==> config.mk <==
export PLATFORM = sky130hd
export DESIGN_NAME = sequence_gen_10010
export DESIGN_NICKNAME = d
export VERILOG_FILES = /design/src/rtl/seq_gen_pkg.sv /design/src/rtl/sequence_gen_10010.sv
export SDC_FILE = /design/constraint.sdc
export NUM_CORES = 1
export LEC_CHECK = 0
export CORE_UTILIZATION = 53
export DETAILED_ROUTE_END_ITERATION = 10
export PLACE_DENSITY = 0.83
export SLEW_MARGIN = 20
export SYNTH_ARGS = -nofsm -noshare
export SYNTH_HDL_FRONTEND = slang
export SYNTH_SLANG_ARGS = --single-unit
==> constraint.sdc <==
create_clock -name clk -period 2.76 [get_ports clk]
set_clock_uncertainty 0.2 [all_clocks]
set_input_delay 0.552 -clock clk [delete_from_list [all_inputs] [get_ports clk]]
set_output_delay 0.552 -clock clk [all_outputs]
set_load 0.01 [all_outputs]
==> src/rtl/seq_gen_pkg.sv <==
// Package for the 10010 serial pattern generator.
// Holds the FSM state encoding, the default pattern constants and the
// counter widths shared by sequence_gen_10010.
package seq_gen_pkg;

   // Default pattern is 5'b10010, zero-extended into an 8-bit container.
   // PAT_LEN selects how many of the low bits are used, MSB first.
   localparam logic [7:0] DEF_PATTERN = 8'b0001_0010;
   localparam int         DEF_PAT_LEN = 5;
   localparam int         DEF_OVL_LEN = 2;

   localparam int IDX_W = 3;   // bit index 0..7
   localparam int GAP_W = 4;   // gap counter 0..15
   localparam int CNT_W = 8;   // instance counter, no wrap at 255

   typedef enum logic [1:0] {
      ST_IDLE = 2'd0,
      ST_SEND = 2'd1,
      ST_GAP  = 2'd2,
      ST_DONE = 2'd3
   } state_t;

endpackage

==> src/rtl/sequence_gen_10010.sv <==
// Serial pattern generator.
// Emits PATTERN (PAT_LEN bits, MSB first) repeat_cnt times per frame,
// either as an overlapping stream (consecutive instances share OVL_LEN
// bits) or as full instances separated by GAP_CYC idle cycles.
// Ports:
//   clk        - clock, all logic on rising edge
//   rst_n      - synchronous active-low reset
//   start      - frame request, accepted only in IDLE/DONE
//   repeat_cnt - instances per frame (0 behaves as 1), latched on start
//   overlap    - 1 = overlapping stream, latched on start
//   abort      - ends an active frame without a done pulse
//   data_out   - serial bit stream (registered)
//   data_valid - data_out carries a pattern bit (registered)
//   pat_end    - pulse on the last bit of every instance (registered)
//   busy       - frame in progress, bits or gap (registered)
//   done       - pulse the cycle after a completed frame (registered)
module sequence_gen_10010
   import seq_gen_pkg::*;
#(
   parameter logic [7:0] PATTERN    = DEF_PATTERN,
   parameter int         PAT_LEN    = DEF_PAT_LEN,
   parameter int         OVL_LEN    = DEF_OVL_LEN,
   parameter int         GAP_CYC    = 1,
   parameter logic       IDLE_LEVEL = 1'b0
) (
   input  logic             clk,
   input  logic             rst_n,
   input  logic             start,
   input  logic [CNT_W-1:0] repeat_cnt,
   input  logic             overlap,
   input  logic             abort,
   output logic             data_out,
   output logic             data_valid,
   output logic             pat_end,
   output logic             busy,
   output logic             done
);

   // First index of a full instance, and the index where an overlapping
   // instance resumes (its first OVL_LEN bits were already sent).
   localparam logic [IDX_W-1:0] IDX_FULL = IDX_W'(PAT_LEN - 1);
   localparam logic [IDX_W-1:0] IDX_OVL  = IDX_W'(PAT_LEN - 1 - OVL_LEN);
   localparam logic [GAP_W-1:0] GAP_LOAD = GAP_W'(GAP_CYC - 1);

   state_t           state_q,      state_d;
   logic [IDX_W-1:0] bit_idx_q,    bit_idx_d;
   logic [GAP_W-1:0] gap_cnt_q,    gap_cnt_d;
   logic [CNT_W-1:0] inst_rem_q,   inst_rem_d;   // instances left after the current one
   logic             ovl_q,        ovl_d;
   logic             data_out_q,   data_out_d;
   logic             data_valid_q, data_valid_d;
   logic             pat_end_q,    pat_end_d;
   logic             busy_q,       busy_d;
   logic             done_q,       done_d;

   logic             emit;
   logic [IDX_W-1:0] emit_idx;

   always_comb begin
      state_d      = state_q;
      bit_idx_d    = bit_idx_q;
      gap_cnt_d    = gap_cnt_q;
      inst_rem_d   = inst_rem_q;
      ovl_d        = ovl_q;
      data_out_d   = IDLE_LEVEL;
      data_valid_d = 1'b0;
      pat_end_d    = 1'b0;
      busy_d       = 1'b0;
      done_d       = 1'b0;
      emit         = 1'b0;
      emit_idx     = IDX_FULL;

      case (state_q)
         ST_IDLE, ST_DONE: begin
            state_d = ST_IDLE;
            // abort blocks a start only in IDLE; in DONE abort is simply ignored
            if (start && !(abort && state_q == ST_IDLE)) begin
               ovl_d      = overlap;
               inst_rem_d = (repeat_cnt == '0) ? '0 : repeat_cnt - 1'b1;
               emit       = 1'b1;
               emit_idx   = IDX_FULL;
            end
         end
         ST_SEND: begin
            if (abort) begin
               state_d = ST_IDLE;
            end else if (bit_idx_q == '0) begin
               if (inst_rem_q == '0) begin
                  state_d = ST_DONE;
                  done_d  = 1'b1;
               end else begin
                  inst_rem_d = inst_rem_q - 1'b1;
                  if (ovl_q) begin
                     emit     = 1'b1;
                     emit_idx = IDX_OVL;
                  end else if (GAP_CYC > 0) begin
                     state_d   = ST_GAP;
                     gap_cnt_d = GAP_LOAD;
                     busy_d    = 1'b1;
                  end else begin
                     emit     = 1'b1;
                     emit_idx = IDX_FULL;
                  end
               end
            end else begin
               emit     = 1'b1;
               emit_idx = bit_idx_q - 1'b1;
            end
         end
         ST_GAP: begin
            if (abort) begin
               state_d = ST_IDLE;
            end else if (gap_cnt_q == '0) begin
               emit     = 1'b1;
               emit_idx = IDX_FULL;
            end else begin
               gap_cnt_d = gap_cnt_q - 1'b1;
               busy_d    = 1'b1;
            end
         end
         default: state_d = ST_IDLE;
      endcase

      // Every path that puts a pattern bit on the line funnels through here.
      if (emit) begin
         state_d      = ST_SEND;
         bit_idx_d    = emit_idx;
         data_out_d   = PATTERN[emit_idx];
         data_valid_d = 1'b1;
         busy_d       = 1'b1;
         pat_end_d    = (emit_idx == '0);
      end
   end

   always_ff @(posedge clk) begin
      if (!rst_n) begin
         state_q      <= ST_IDLE;
         bit_idx_q    <= '0;
         gap_cnt_q    <= '0;
         inst_rem_q   <= '0;
         ovl_q        <= 1'b0;
         data_out_q   <= IDLE_LEVEL;
         data_valid_q <= 1'b0;
         pat_end_q    <= 1'b0;
         busy_q       <= 1'b0;
         done_q       <= 1'b0;
      end else begin
         state_q      <= state_d;
         bit_idx_q    <= bit_idx_d;
         gap_cnt_q    <= gap_cnt_d;
         inst_rem_q   <= inst_rem_d;
         ovl_q        <= ovl_d;
         data_out_q   <= data_out_d;
         data_valid_q <= data_valid_d;
         pat_end_q    <= pat_end_d;
         busy_q       <= busy_d;
         done_q       <= done_d;
      end
   end

   assign data_out   = data_out_q;
   assign data_valid = data_valid_q;
   assign pat_end    = pat_end_q;
   assign busy       = busy_q;
   assign done       = done_q;

endmodule

**Run 1: cell area per tile**

11 x 11 tiles, from white (low) to dark blue (high), 0 to 100% covered.
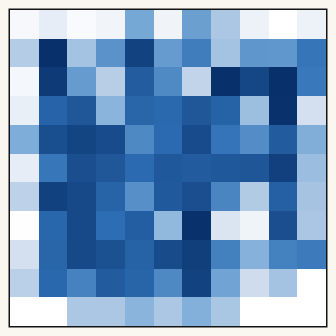
41% of the tiles are over 75% full. The emptiest ninth of the die: lower right. The mean over all tiles is 57%. The densest ninth of the die: center. The fullest tile reaches 100%. 6.6% of the tiles are nearly empty.
Core Density at Floorplan: 0.5601
Util after Layout: 0.6572
core area: 0.002781 mm2

**Run 1: clock wires, drivers and flops**

The bar under the picture is 20 um long.
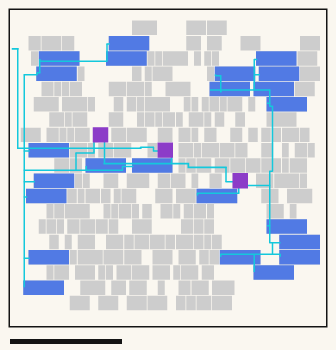
Key: cells driving clock nets = purple [count 3]; flip-flops = blue [count 23]; clock wires = cyan [length 257 um]
Position of the flops: spread over the die.
clk latency late pin: 0.30 ns
clock network power share: 0.192
Clk. pwr: 151 uW

**Run 1: pin placement**

Pins as bars across the die edge, other pins in gray.
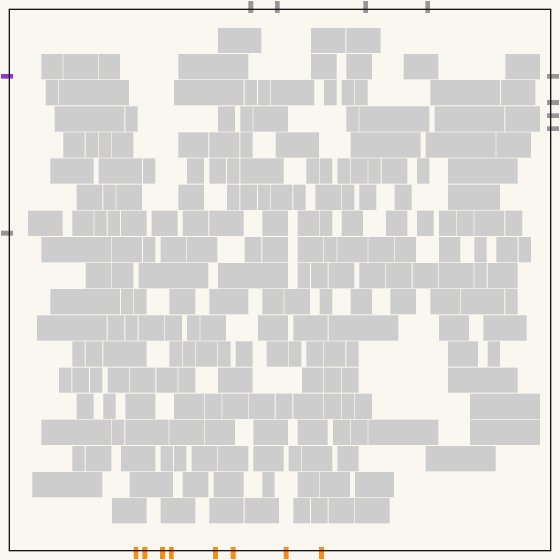
Key: clk = purple [pins 1, direction input, edge left]; repeat_cnt = orange [pins 8, direction input, edge bottom]
Port-buffer cells: 17
DIE HEIGHT: 56.22 um
die width: 56.22 um

**Run 1: M3 wires**

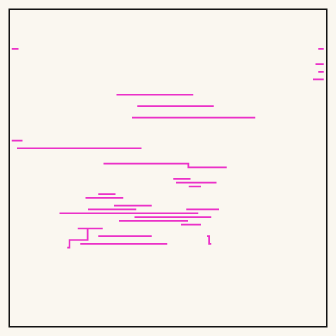
The layer carries 230 um of wire. The wires run mostly horizontal.
Routed WL: 3530 um
routed via count: 1,545
met3 usage: 0.05814

==> flow_summary_export.csv, run 1 <==
group,metric,value,unit
global_route,antenna_found_initial,0,
layout,seq_share,0.2519,
synthesis,ys_sh_simple,0.2691,
cts,cts_buffer_depth,2,
worst_setup_path,cp_slowest_cell,"or3b_2",
pwr,leakage,0.0007307,uW
sta,tns,0,ns
synthesis,ys_types,52,
cts,clock-sinks,23,
pwr,finalPower,785.9,uW
drt,drtPass1Iterations,4,
layout,synthToLayoutAreaGrowth,17.35,%
worst_setup_path,crit_required,2.77,ns
layout,layout.nets,247,
place,gp_congestion,0.8907,
synthesis,synth_top_area_share,0.2956,
layout,comb_cells,152,
layout,inv_count,16,
sta,fin_crit,2.527,ns
cts,cts_setup_buffers,0,
layout,mostFrequentLayoutCells,"dfxtp_1 (23), nand2_1 (22), nor2_1 (17), clkdlybuf4s50_1 (17), inv_1 (16)",
run_status,outcome,"finished, final reports clean",
die,io-pin-count,18,
layout,largest_reg_flops,8,
die,chip_area,0.003160,mm2
global_route,grt.overflow.total,0,
layout,reg_top3,"inst_rem_q (8), gap_cnt_q (4), bit_idx_q (3)",
sta,layout_setup_ws,0.2327,ns
synthesis,mux_area_frac,0.006426,
synthesis,ys_area,0.001558,mm2
synthesis,syn-mean-instance-area,7.828,um2
layout,dominant_cells,"multi-input combinational cells",
sta,setup_violations,0,
synthesis,most_common_cell,"dfxtp_1",
synthesis,ys_cells,199,
layout,fin_cells,253,
layout,clk_share,0.01437,
sta,holdWs,0.2954,ns
pwr,switching_share,0.3335,
==> run 1: power groups by stage <==
| stage | logic [uW] | registers, uW | clock network (uW) |
|---|---|---|---|
| after floorplan | 186 | 377 | 0 |
| after global placement | 245 | 382 | 0 |
| after detailed placement | 253 | 385 | 0 |
| after CTS | 254 | 378 | 157 |
| after global routing | 283 | 382 | 167 |
| final | 257 | 378 | 151 |
==> run 1: worst min-delay path, stage by stage, from the launching register on <==
cell and delay (ns):
dfxtp_1 0.34, nand2_1 0.05, o32ai_1 0.07
==> run 1: per-layer routing <==
layer  global-route usage  up-vias  share of wire
met2               0.4116       54           0.50
met4              0.06272        0         0.0048
met1               0.3035      723           0.43
met5                    0        -              0
li1                     -      766              -
met3              0.05814        2          0.065
## Run 2: what changed since run 1
--- a/config.mk
+++ b/config.mk
@@ -8,6 +8,7 @@
 export CORE_UTILIZATION = 53
 export DETAILED_ROUTE_END_ITERATION = 10
 export PLACE_DENSITY = 0.83
+export SKIP_CTS_REPAIR_TIMING = 1
 export SLEW_MARGIN = 20
 export SYNTH_ARGS = -nofsm -noshare
 export SYNTH_HDL_FRONTEND = slang
==> constraint.sdc (replaced) <==
create_clock -name clk -period 2.76 [get_ports clk]
set_clock_uncertainty 0.2 [all_clocks]
set_input_delay 0.552 -clock clk [delete_from_list [all_inputs] [get_ports clk]]
set_output_delay 0.552 -clock clk [all_outputs]
set_load 0.005 [all_outputs]
**Run 2: pin placement**

Pins as bars across the die edge, other pins in gray.
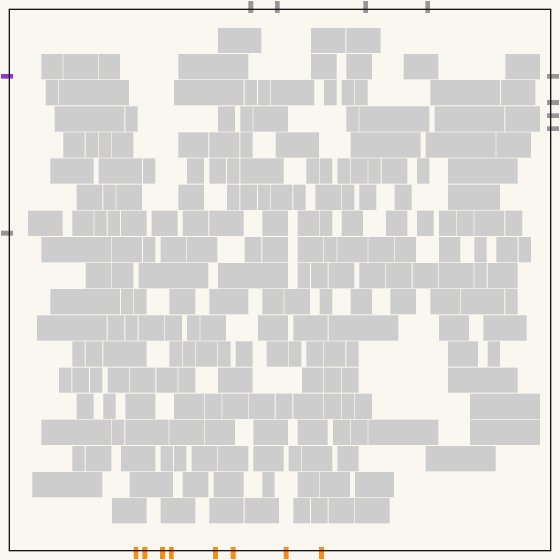
Key: clk = purple [pins 1, direction input, edge left]; repeat_cnt = orange [pins 8, direction input, edge bottom]

**Run 2: cell area per tile**

11 x 11 tiles, from white (low) to dark blue (high), 0 to 100% covered.
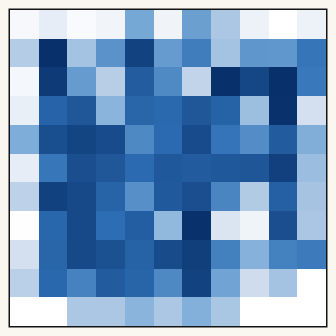
41% of the tiles are over 75% full. The emptiest ninth of the die: lower right. The densest ninth of the die: center. 6.6% of the tiles are nearly empty. The mean over all tiles is 57%. The fullest tile reaches 100%.

==> flow_summary_export.csv, run 2 <==
group,metric,value,unit
run_status,outcome,"finished, final reports clean",
global_route,grt.overflow.total,0,
die,die_h,56.22,um
drt,dr_wl_met3,230,um
layout,reg_top3,"inst_rem_q (8), gap_cnt_q (4), bit_idx_q (3)",
global_route,met1_usage,0.3035,
drt,wl_met1,1525,um
die,chip_area,0.003160,mm2
drt,routed_wl,3530,um
synthesis,mux_area_frac,0.006426,
layout,comb_cells,152,
pwr,finalPower,784.6,uW
layout,layout.nets,247,
global_route,busiest_layer,"met2",
worst_setup_path,endpoint,"inst_rem_q[6]",
global_route,antenna_found_initial,0,
cts,clock-sinks,23,
sta,holdWs,0.2954,ns
drt,top_layer,"met4",
sta,setup_violations,0,
global_route,use_met2,0.4116,
worst_setup_path,cp_slowest_cell,"or3b_2",
global_route,use_met3,0.05814,
worst_setup_path,critPathMaxFanout,3,
synthesis,ys_types,52,
layout,dominant_cells,"multi-input combinational cells",
drt,drtPass1Iterations,4,
worst_setup_path,criticalPathCategory,"primary input to register",
synthesis,most_common_cell,"dfxtp_1",
die,io-pin-count,18,
sta,fin_crit,2.527,ns
place,numPortBuffers,17,
cts,cts_buffer_depth,2,
die,coreArea,0.002781,mm2
pwr,leakage,0.0007307,uW
layout,largest_reg_flops,8,
cts,clk_latency,0.30,ns
synthesis,ys_cells,199,
synthesis,synth_area_leader_cell,"dfxtp_1",
layout,mostFrequentLayoutCells,"dfxtp_1 (23), nand2_1 (22), nor2_1 (17), clkdlybuf4s50_1 (17), inv_1 (16)",
drt,wl_met2,1757,um
synthesis,ys_area,0.001558,mm2
worst_setup_path,crit_required,2.77,ns
synthesis,synth_top_area_share,0.2956,
place,gp_congestion,0.8907,
drt,vias,1545,
layout,seq_share,0.2519,
layout,inv_count,16,
layout,fin_cells,253,
synthesis,syn-mean-instance-area,7.828,um2
**Run 2: M3 wires**

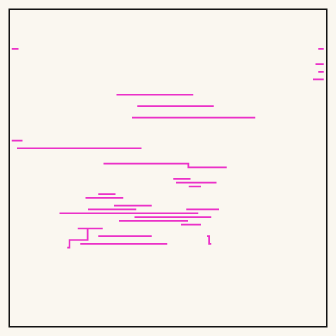
The layer carries 230 um of wire. The layer holds 6.5% of the routed length.

[run 2: cell counts after synthesis]
No cell type changed its count.
[run 2: per-stage QoR]
stage	worst slack [ns]	utilization	setup TNS [ns]
6_report	0.2327	0.6572	0
5_1_grt	0.06780	0.6572	0
4_1_cts	0.2333	0.6572	0
3_5_place_dp	-0.1120	0.6478	-0.1120
3_3_place_gp	-0.03306	0.6478	-0.03306
2_1_floorplan	0.4179	-	0
[run 2: kinds of logic after synthesis]
| kind of cell | Yosys count |
|---|---|
| simple gates | 80 |
| compound gates | 55 |
| buf+inv | 24 |
| flops | 23 |
| fa+ha+maj | 11 |
| xor+xnor | 5 |
| mux | 1 |
[run 2: power breakdown]
part,internal [uW],switching (uW)
Clock,56.4,94.4
Sequential,353,25.4
Combinational,114,141
Total,524,261
Power and IR drop assume default switching activity.
